File: src/rtl/isa_pkg.sv
// Shared ISA definitions for the multi-cycle control sequencer: opcodes,
// datapath select encodings and the controller state enumeration.
package isa_pkg;

    localparam logic [3:0] OP_ADD  = 4'b0000;
    localparam logic [3:0] OP_NDU  = 4'b0010;
    localparam logic [3:0] OP_LW   = 4'b0100;
    localparam logic [3:0] OP_SW   = 4'b0101;
    localparam logic [3:0] OP_BEQ  = 4'b1100;
    localparam logic [3:0] OP_JAL  = 4'b1000;
    localparam logic [3:0] OP_HALT = 4'b1111;

    localparam logic [1:0] ALU_ADD  = 2'b00;
    localparam logic [1:0] ALU_SUB  = 2'b01;
    localparam logic [1:0] ALU_NAND = 2'b10;

    localparam logic [1:0] SRCB_REGB  = 2'b00;
    localparam logic [1:0] SRCB_TWO   = 2'b01;
    localparam logic [1:0] SRCB_SEXT6 = 2'b10;
    localparam logic [1:0] SRCB_SEXT9 = 2'b11;

    localparam logic [1:0] PCSRC_ALU    = 2'b00;
    localparam logic [1:0] PCSRC_ALUOUT = 2'b01;
    localparam logic [1:0] PCSRC_PCREL  = 2'b10;

    typedef enum logic [3:0] {
        S_IDLE     = 4'd0,
        S_FETCH    = 4'd1,
        S_DECODE   = 4'd2,
        S_MEM_ADDR = 4'd3,
        S_MEM_RD   = 4'd4,
        S_MEM_WB   = 4'd5,
        S_MEM_WR   = 4'd6,
        S_EXEC_R   = 4'd7,
        S_R_WB     = 4'd8,
        S_BRANCH   = 4'd9,
        S_JAL      = 4'd10,
        S_HALT     = 4'd11
    } state_t;

    function automatic logic is_legal_opcode(input logic [3:0] op);
        return op inside {OP_ADD, OP_NDU, OP_LW, OP_SW, OP_BEQ, OP_JAL, OP_HALT};
    endfunction

    // States that hold until the shared memory port reports completion.
    function automatic logic is_wait_state(input state_t s);
        return (s == S_FETCH) || (s == S_MEM_RD) || (s == S_MEM_WR);
    endfunction

    function automatic logic [1:0] r_type_alu_op(input logic [3:0] op);
        return (op == OP_NDU) ? ALU_NAND : ALU_ADD;
    endfunction

endpackage

File: src/rtl/ctrl_wait_timer.sv
// Counts consecutive memory wait cycles; flags expiry when the TIMEOUT-th
// consecutive wait cycle still has no memory completion.
module ctrl_wait_timer #(
    parameter int TIMEOUT = 16
) (
    input  logic clk,
    input  logic rst_n,
    input  logic clear,
    input  logic waiting,
    output logic expired
);

    localparam int CW = (TIMEOUT < 2) ? 1 : $clog2(TIMEOUT + 1);

    logic [CW-1:0] r_count;

    // NOTE: sequential state is updated with <= so every flop samples the
    // pre-edge values regardless of the order processes are evaluated.
    always_ff @(posedge clk or negedge rst_n) begin
        if (!rst_n) begin
            r_count <= '0;
        end else if (clear) begin
            r_count <= '0;
        end else if (waiting) begin
            r_count <= r_count + 1'b1;
        end
    end

    // r_count holds the number of earlier wait cycles, so TIMEOUT-1 marks
    // the TIMEOUT-th one.
    assign expired = waiting && (r_count == CW'(TIMEOUT - 1));

endmodule

File: src/rtl/multicycle_ctrl_fsm.sv
// Moore control sequencer for the 16-bit multi-cycle shared-memory datapath,
// with memory wait handshake, wait watchdog and retired-instruction counter.
module multicycle_ctrl_fsm
    import isa_pkg::*;
#(
    parameter int TIMEOUT = 16,
    parameter int CNT_W   = 16
) (
    input  logic             clk,
    input  logic             rst_n,
    input  logic             run,
    input  logic [3:0]       opcode,
    input  logic             zero,
    input  logic             mem_ready,
    output logic             pc_write,
    output logic             pc_write_cond,
    output logic [1:0]       pc_source,
    output logic             ir_write,
    output logic             i_or_d,
    output logic             mem_read,
    output logic             mem_write,
    output logic             alu_src_a,
    output logic [1:0]       alu_src_b,
    output logic [1:0]       alu_op,
    output logic             reg_write,
    output logic             reg_dest,
    output logic             mem_to_reg,
    output logic             jal_link,
    output logic             halted,
    output logic             illegal,
    output logic             timeout_err,
    output logic [CNT_W-1:0] retire_count,
    output logic [3:0]       state
);

    state_t           r_state;
    state_t           w_next_state;
    logic             w_retire;
    logic             w_waiting;
    logic             w_expired;
    logic             w_wait_clear;
    logic             w_zero_unused;
    logic             r_illegal;
    logic             r_timeout_err;
    logic [CNT_W-1:0] r_retire_count;

    // The zero flag is qualified in the datapath, not here.
    assign w_zero_unused = zero;

    assign w_waiting    = is_wait_state(r_state) && !mem_ready;
    assign w_wait_clear = (w_next_state != r_state);

    ctrl_wait_timer #(
        .TIMEOUT (TIMEOUT)
    ) u_wait_timer (
        .clk     (clk),
        .rst_n   (rst_n),
        .clear   (w_wait_clear),
        .waiting (w_waiting),
        .expired (w_expired)
    );

    always_ff @(posedge clk or negedge rst_n) begin
        if (!rst_n) begin
            r_state <= S_IDLE;
        end else begin
            r_state <= w_next_state;
        end
    end

    // NOTE: every signal assigned in an always_comb gets a default first so
    // that no path leaves it unassigned and a latch is never inferred.
    always_comb begin
        w_next_state = r_state;
        w_retire     = 1'b0;
        case (r_state)
            S_IDLE: begin
                if (run) w_next_state = S_FETCH;
            end
            S_FETCH: begin
                if (mem_ready)      w_next_state = S_DECODE;
                else if (w_expired) w_next_state = S_HALT;
            end
            S_DECODE: begin
                case (opcode)
                    OP_ADD, OP_NDU: w_next_state = S_EXEC_R;
                    OP_LW, OP_SW:   w_next_state = S_MEM_ADDR;
                    OP_BEQ:         w_next_state = S_BRANCH;
                    OP_JAL:         w_next_state = S_JAL;
                    default:        w_next_state = S_HALT;
                endcase
            end
            S_MEM_ADDR: begin
                w_next_state = (opcode == OP_SW) ? S_MEM_WR : S_MEM_RD;
            end
            S_MEM_RD: begin
                if (mem_ready)      w_next_state = S_MEM_WB;
                else if (w_expired) w_next_state = S_HALT;
            end
            S_MEM_WR: begin
                if (mem_ready)      w_retire     = 1'b1;
                else if (w_expired) w_next_state = S_HALT;
            end
            S_EXEC_R: w_next_state = S_R_WB;
            S_MEM_WB, S_R_WB, S_BRANCH, S_JAL: w_retire = 1'b1;
            S_HALT:   w_next_state = S_HALT;
            default:  w_next_state = S_IDLE;
        endcase
        // run is only consulted on the retiring edge, never mid-instruction.
        if (w_retire) w_next_state = run ? S_FETCH : S_IDLE;
    end

    always_comb begin
        pc_write      = 1'b0;
        pc_write_cond = 1'b0;
        pc_source     = PCSRC_ALU;
        ir_write      = 1'b0;
        i_or_d        = 1'b0;
        mem_read      = 1'b0;
        mem_write     = 1'b0;
        alu_src_a     = 1'b0;
        alu_src_b     = SRCB_REGB;
        alu_op        = ALU_ADD;
        reg_write     = 1'b0;
        reg_dest      = 1'b0;
        mem_to_reg    = 1'b0;
        jal_link      = 1'b0;
        halted        = 1'b0;
        case (r_state)
            S_FETCH: begin
                mem_read  = 1'b1;
                alu_src_b = SRCB_TWO;
                ir_write  = mem_ready;
                pc_write  = mem_ready;
            end
            S_DECODE: begin
                alu_src_b = SRCB_SEXT6;
            end
            S_MEM_ADDR: begin
                alu_src_a = 1'b1;
                alu_src_b = SRCB_SEXT6;
            end
            S_MEM_RD: begin
                mem_read = 1'b1;
                i_or_d   = 1'b1;
            end
            S_MEM_WB: begin
                reg_write  = 1'b1;
                mem_to_reg = 1'b1;
            end
            S_MEM_WR: begin
                mem_write = 1'b1;
                i_or_d    = 1'b1;
            end
            S_EXEC_R: begin
                alu_src_a = 1'b1;
                alu_op    = r_type_alu_op(opcode);
            end
            S_R_WB: begin
                reg_write = 1'b1;
                reg_dest  = 1'b1;
                alu_op    = r_type_alu_op(opcode);
            end
            S_BRANCH: begin
                alu_src_a     = 1'b1;
                alu_op        = ALU_SUB;
                pc_write_cond = 1'b1;
                pc_source     = PCSRC_ALUOUT;
            end
            S_JAL: begin
                reg_write = 1'b1;
                jal_link  = 1'b1;
                pc_write  = 1'b1;
                pc_source = PCSRC_PCREL;
            end
            S_HALT: begin
                halted = 1'b1;
            end
            default: ;
        endcase
    end

    always_ff @(posedge clk or negedge rst_n) begin
        if (!rst_n) begin
            r_illegal      <= 1'b0;
            r_timeout_err  <= 1'b0;
            r_retire_count <= '0;
        end else begin
            if ((r_state == S_DECODE) && !is_legal_opcode(opcode)) begin
                r_illegal <= 1'b1;
            end
            if (w_expired) begin
                r_timeout_err <= 1'b1;
            end
            if (w_retire && (r_retire_count != '1)) begin
                r_retire_count <= r_retire_count + 1'b1;
            end
        end
    end

    assign illegal      = r_illegal;
    assign timeout_err  = r_timeout_err;
    assign retire_count = r_retire_count;
    assign state        = r_state;

endmodule

File: config.mk
export PLATFORM = sky130hd
export DESIGN_NAME = multicycle_ctrl_fsm
export DESIGN_NICKNAME = d
export VERILOG_FILES = /design/src/rtl/isa_pkg.sv /design/src/rtl/ctrl_wait_timer.sv /design/src/rtl/multicycle_ctrl_fsm.sv
export SDC_FILE = /design/constraint.sdc
export NUM_CORES = 1
export LEC_CHECK = 0
export CAP_MARGIN = 25
export CELL_PAD_IN_SITES_DETAIL_PLACEMENT = 1
export CELL_PAD_IN_SITES_GLOBAL_PLACEMENT = 2
export CORE_MARGIN = 10
export CORE_UTILIZATION = 30
export CTS_BUF_LIST = sky130_fd_sc_hd__clkbuf_2
export DETAILED_ROUTE_END_ITERATION = 8
export MAX_ROUTING_LAYER = met4
export PLACE_DENSITY_LB_ADDON = 0.05
export SLEW_MARGIN = 20
export SYNTH_ARGS = -nofsm -noshare
export SYNTH_HDL_FRONTEND = slang
export SYNTH_HIERARCHICAL = 1
export SYNTH_SLANG_ARGS = --single-unit
File: constraint.sdc
create_clock -name clk -period 3.7 [get_ports clk]
set_input_delay 0.37 -clock clk [delete_from_list [all_inputs] [get_ports clk]]
set_output_delay 0.37 -clock clk [all_outputs]
set_load 0.1 [all_outputs]
**Run 1: zoomed window**

Window x 35 to 65, y 15 to 45 um. Cells in gray, sequential cells in the stronger gray; small squares are vias.
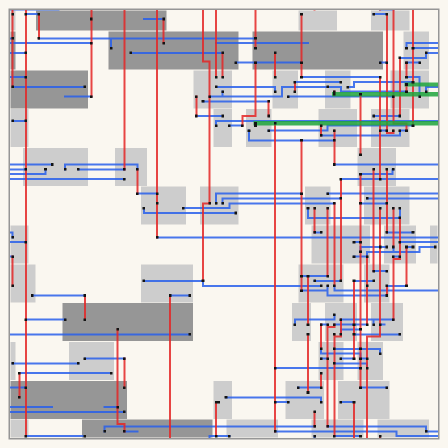
Blue stands for metal 1. Green stands for metal 3. Red stands for metal 2.
Sequential cells in the window: 6. Most frequent: dfrtp_1 (6), o21ai_0 (5), buf_4 (3). Netlist names of flops here include retire_count (4), state (2). 41 logic cells have their middle in the window.

**Run 1: routing congestion**

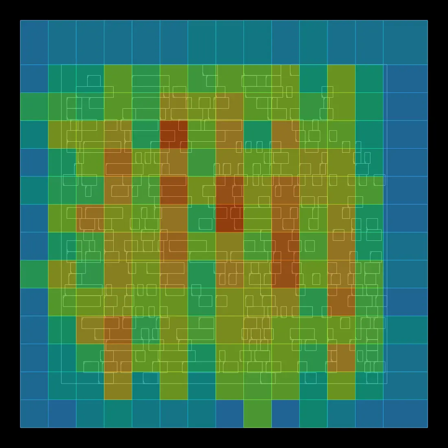
met1 usage: 15.4%
gr usage total: 12.0%
grt met3 use: 2.06%
Core Util, Final: 39.0%
DR WL/cell: 16.8 um

**Run 1: routed clock nets over the placement**

Scale: 4 px per um.
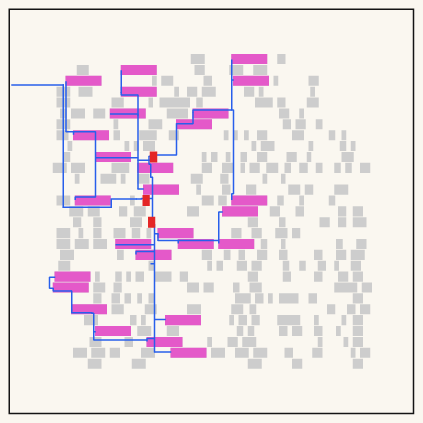
Red stands for clock drivers, count 3. Blue stands for clock wires, length 378 um. Magenta stands for flip-flops, count 27.
There are 4 routed clock nets.

==> run_results.csv, run 1 <==
group,metric,value,unit
global_route,busiest_layer,"met2",
clock_tree,cts-root-buf,"clkbuf_2",
final_layout,clock_area_share,0.809,%
sta,fmax,312,MHz
place,io_buffers,47,
setup_path,cp_slowest_cell,"dfrtp_1",
sta,slew_headroom,33.3,%
sta,finalHoldViolations,0,
place,place_inst,342,
sta,holdWs,346,ps
setup_path,slowest_delay,580,ps
final_layout,final_common_cell,"clkdlybuf4s50_1",
die,n_tap_cell,77,
routing,dr_wl_met2,2770,um
die,dieArea,0.0101,sq mm
setup_path,arrival,3490,ps
setup_path,rrSetupSlack,490,ps
final_layout,layout.non_clock_buffers,55,
setup_path,crit_family,"simple AND/OR/NAND/NOR gates",
synth,ys_async_sr_fraction,100,%
place,post-dp-hpwl,4380,um
place,dpl_cell_area,0.00245,sq mm
final_layout,area_delta_synth_final,26.8,%
global_route,grt_pass1_wl,9910,um
synth,ys_area,0.00195,sq mm
place,place_congestion,0.757,
die,fp_util,30.7,%
setup_path,worst-path-buf-inv,0,
synth,yosysWarnings,6,
final_layout,inverters,7,
clock_tree,cts_tree,"done",
sta,fin_tns_setup,0,ps
clock_tree,cts_setup_buffers,0,
synth,syn_nets,237,
synth,synthCells,225,
final_layout,comb_share,47.4,%
die,die_h,101,um
routing,route.detailed.drc,0,
final_layout,lay_top_cells,"28 x clkdlybuf4s50_1, 27 x nor2_1, 27 x dfrtp_1, 27 x buf_4, 15 x o21ai_0",
sta,drv_slew,0,
min_path,hold_path.class,"in2async",
synth,yosys.stat.seqShare,34.6,%
run,maxCapViolations,0,
final_layout,final_area,0.00247,sq mm
run_status,status,"completed",
final_layout,seq_area,676,sq um
synth,synth_top_area_share,34.6,%
final_layout,n_antenna_cell,0,
sta,grt_setup_unrepaired,"false",
sta,clock_skew,15.0,ps
setup_path,crit_fanout,10,
clock_tree,cts.clk_slew.worst_paths,260,ps
final_layout,flops,27,
run,warning_count,28,
final_layout,drive_gt1_share,19.0,%
setup_path,crit_type,"reg2reg",
routing,via_per_inst,5.24,
setup_path,cp.required,3990,ps
final_layout,fillCellCount,777,
global_route,use_met2,19.4,%
sta,setup_viol,0,
synth,yosys_cells,225,
sta,fin_crit_sh,86.6,%
routing,dr_wl_met3,310,um
global_route,grt_overflow,0,
die,core_area,0.00635,sq mm
final_layout,buf_share,19.5,%
final_layout,instances_no_fill,346,
routing,wirelength,5800,um
synth,ff_type,"dfrtp_1",
global_route,grt_max_degree,28,
setup_path,end_kind,"register",
synth,numSynthFlops,27,
final_layout,largest_register_ffs,16,
routing,vias,1812,
global_route,antenna_found_initial,0,
setup_path,path_cells,"nor3b_1 > nor2_1 > nor3_1 > and2_1 > nor2b_1 > and4_1 > o31ai_1 > o2111ai_1 > and2b_1 > mux2_4",
synth,top_cells_by_area,"dfrtp_1 35%, xor2_1 6.3%, nor2_1 5.2%",
sta,period_needed,3210,ps
clock_tree,cts_resized,0,
final_layout,dominant-cell-class,"combinational gates",
sta,tightest_slew,997,ps
final_layout,seq_share,27.3,%
synth,top_cells_by_count,"27 x dfrtp_1, 27 x nor2_1, 15 x o21ai_0",
final_layout,logic_area,0.00117,sq mm
clock_tree,clock.latency.late_pin,350,ps
routing,dr.pass1.iters,4,
routing,top_layer_used,"met4",
synth,synth.avg_cell_area,8.67,sq um
routing,drt_iter0_markers,54,
final_layout,num-multi-input-gates,176,
setup_path,crit_path_start_kind,"register",
sta,setup_ws,495,ps
synth,synthDistinctLibCells,53,
synth,top_area_cell,"dfrtp_1",
die,io_pins,49,
clock_tree,clock-sinks,27,
clock_tree,clockBufferDepth,2,
die,fp.dieW,101,um
global_route,grt_pass1_vias,1923,
routing,wl_met1,2690,um
clock_tree,holdBufCountCts,0,
place,dpl_worst_slack,472,ps
run 1: cells by family after synthesis:
| family | count (synthesis) | synth area share (%) |
|---|---|---|
| compound gates | 45 | 15.2 |
| buf+inv | 22 | 6.47 |
| xor+xnor | 17 | 7.63 |
| mux | 4 | 2.44 |
| fa+ha+maj | 3 | 1.92 |
| simple gates | 107 | 31.7 |
| flops | 27 | 34.6 |
run 1: path summary, 6_finish.rpt:
| kind | startpoint | end | depth (start not counted) |
|---|---|---|---|
| worst max-delay path | state[2] | u_wait_timer/r_count[3] | 10 |
| worst min-delay path | rst_n | retire_count[9] | 2 |
| worst max register to register | state[2] | u_wait_timer/r_count[3] | 10 |
| worst min register to register | timeout_err | timeout_err | 1 |
| max in group asynchronous | rst_n | retire_count[8] | 2 |
| min in group clk | timeout_err | timeout_err | 1 |
==> run 2, diff against run 1 <==
--- a/config.mk
+++ b/config.mk
@@ -14,7 +14,6 @@
 export DETAILED_ROUTE_END_ITERATION = 8
 export MAX_ROUTING_LAYER = met4
 export PLACE_DENSITY_LB_ADDON = 0.05
-export SLEW_MARGIN = 20
 export SYNTH_ARGS = -nofsm -noshare
 export SYNTH_HDL_FRONTEND = slang
 export SYNTH_HIERARCHICAL = 1
**Run 2: routing congestion**

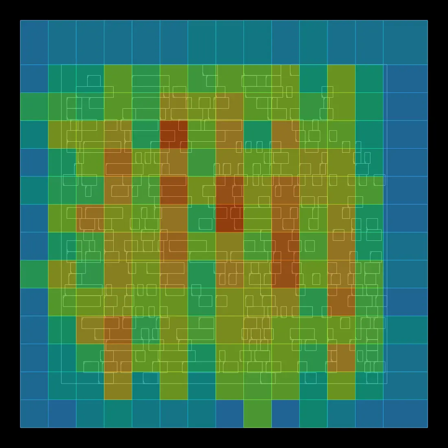
Top Usage Layer GRT: met2
grt met2 use: 19.4%

==> run_results.csv, run 2 <==
group,metric,value,unit
sta,finalHoldViolations,0,
clock_tree,clock.latency.late_pin,350,ps
final_layout,comb_share,47.4,%
die,die_h,101,um
final_layout,final_util,39.0,%
setup_path,crit_type,"reg2reg",
place,dpl_cell_area,0.00245,sq mm
sta,period_needed,3210,ps
die,fp_util,30.7,%
clock_tree,clockBufferDepth,2,
setup_path,crit_path_start_kind,"register",
sta,tightest_slew,997,ps
setup_path,cp-startpoint,"state[2]",
routing,vias,1812,
setup_path,slowest_delay,580,ps
setup_path,cp_slowest_cell,"dfrtp_1",
die,fp.dieW,101,um
setup_path,crit_fanout,10,
setup_path,regToRegEndpoint,"u_wait_timer/r_count[3]",
final_layout,layout.non_clock_buffers,55,
sta,drv_slew,0,
routing,ant_nets,0,
setup_path,reg2reg_from,"state[2]",
setup_path,crit_family,"simple AND/OR/NAND/NOR gates",
synth,synth_top_area_share,34.6,%
routing,drt_iter0_markers,54,
setup_path,critical_path_cell_count,10,
clock_tree,cts_resized,0,
clock_tree,htree_levels,1,
run_status,status,"completed",
synth,synth.avg_cell_area,8.67,sq um
synth,ys_sh_adder,1.92,%
clock_tree,clock-sinks,27,
final_layout,inverters,7,
routing,dr.pass1.iters,4,
routing,wirelength,5800,um
synth,ys_async_sr_fraction,100,%
final_layout,final_area,0.00247,sq mm
synth,syn_nets,237,
final_layout,clock_area_share,0.809,%
clock_tree,cts-root-buf,"clkbuf_2",
sta,fin_crit_sh,86.6,%
synth,synth-edff-count,0,
final_layout,area_delta_synth_final,26.8,%
final_layout,seq_share,27.3,%
synth,top_area_cell,"dfrtp_1",
synth,ys_sh_aoi,15.2,%
routing,route.detailed.drc,0,
synth,numSynthFlops,27,
final_layout,final_common_cell,"clkdlybuf4s50_1",
synth,synthCells,225,
synth,ys_sh_simple,31.7,%
final_layout,nNetsFinal,282,
synth,top_cells_by_count,"27 x dfrtp_1, 27 x nor2_1, 15 x o21ai_0",
setup_path,cp.required,3990,ps
final_layout,num-multi-input-gates,176,
final_layout,instances_no_fill,346,
setup_path,crit_end,"u_wait_timer/r_count[3]",
setup_path,arrival,3490,ps
clock_tree,cts_tree,"done",
final_layout,logic_area,0.00117,sq mm
global_route,track_usage,12.0,%
die,io_pins,49,
sta,holdWs,346,ps
routing,routedWlPerCell,16.8,um
global_route,grt_pass1_wl,9910,um
run,maxCapViolations,0,
synth,top_cells_by_area,"dfrtp_1 35%, xor2_1 6.3%, nor2_1 5.2%",
sta,fmax,312,MHz
place,post-dp-hpwl,4380,um
final_layout,largest_register_ffs,16,
sta,setup_viol,0,
synth,mux_share,2.44,%
synth,ff_type,"dfrtp_1",
final_layout,seq_area,676,sq um
place,place_inst,342,
synth,synthDistinctLibCells,53,
global_route,antenna_found_initial,0,
final_layout,dominant-cell-class,"combinational gates",
min_path,hold_path.class,"in2async",
die,dieArea,0.0101,sq mm
sta,clock_skew,15.0,ps
clock_tree,cts.clk_slew.worst_paths,260,ps
sta,setup_ws,495,ps
sta,fin_tns_setup,0,ps
synth,top_logic_kind,"simple AND/OR/NAND/NOR gates",
setup_path,worst-path-buf-inv,0,
clock_tree,holdBufCountCts,0,
routing,via_per_inst,5.24,
final_layout,clkbuf_count,4,
synth,synth-xor-area-share,7.63,%
final_layout,n_antenna_cell,0,
setup_path,end_kind,"register",
run,warning_count,28,
final_layout,flops,27,
place,io_buffers,47,
global_route,grt_max_degree,28,
setup_path,ff2ff_path_depth,10,
synth,yosys_cells,225,
setup_path,rrSetupSlack,490,ps
clock_tree,cts_made_buffers,3,
die,n_tap_cell,77,
synth,yosys.stat.seqShare,34.6,%
sta,grt_setup_unrepaired,"false",
die,rows,29,
synth,syn-cell-area,0.00195,sq mm
final_layout,lay_top_cells,"28 x clkdlybuf4s50_1, 27 x nor2_1, 27 x dfrtp_1, 27 x buf_4, 15 x o21ai_0",
global_route,grt_overflow,0,
sta,slew_headroom,33.3,%
synth,yosysWarnings,6,
final_layout,drive_gt1_share,19.0,%
final_layout,fillCellCount,777,
die,core_area,0.00635,sq mm
final_layout,buf_share,19.5,%
place,dpl_worst_slack,472,ps
synth,ys_area,0.00195,sq mm
clock_tree,cts_setup_buffers,0,
place,place_congestion,0.757,
global_route,grt_pass1_vias,1923,
setup_path,path_cells,"nor3b_1 > nor2_1 > nor3_1 > and2_1 > nor2b_1 > and4_1 > o31ai_1 > o2111ai_1 > and2b_1 > mux2_4",
run 2: per-layer routing:
metal	track usage [%]	wire length, um	up-vias	part of all wire (%)
li1	-	-	890	-
met1	15.4	2690	875	46
met2	19.4	2770	45	48
met3	2.06	310	2	5.3
met4	2.28	30	0	0.52
met5	-	0	-	0
run 2: worst reg2reg max path: stages (launching register included):
cell	delay (ps)
dfrtp_1	580
nor3b_1	310
nor2_1	100
nor3_1	250
and2_1	310
nor2b_1	240
and4_1	280
o31ai_1	90
o2111ai_1	500
and2b_1	250
mux2_4	250
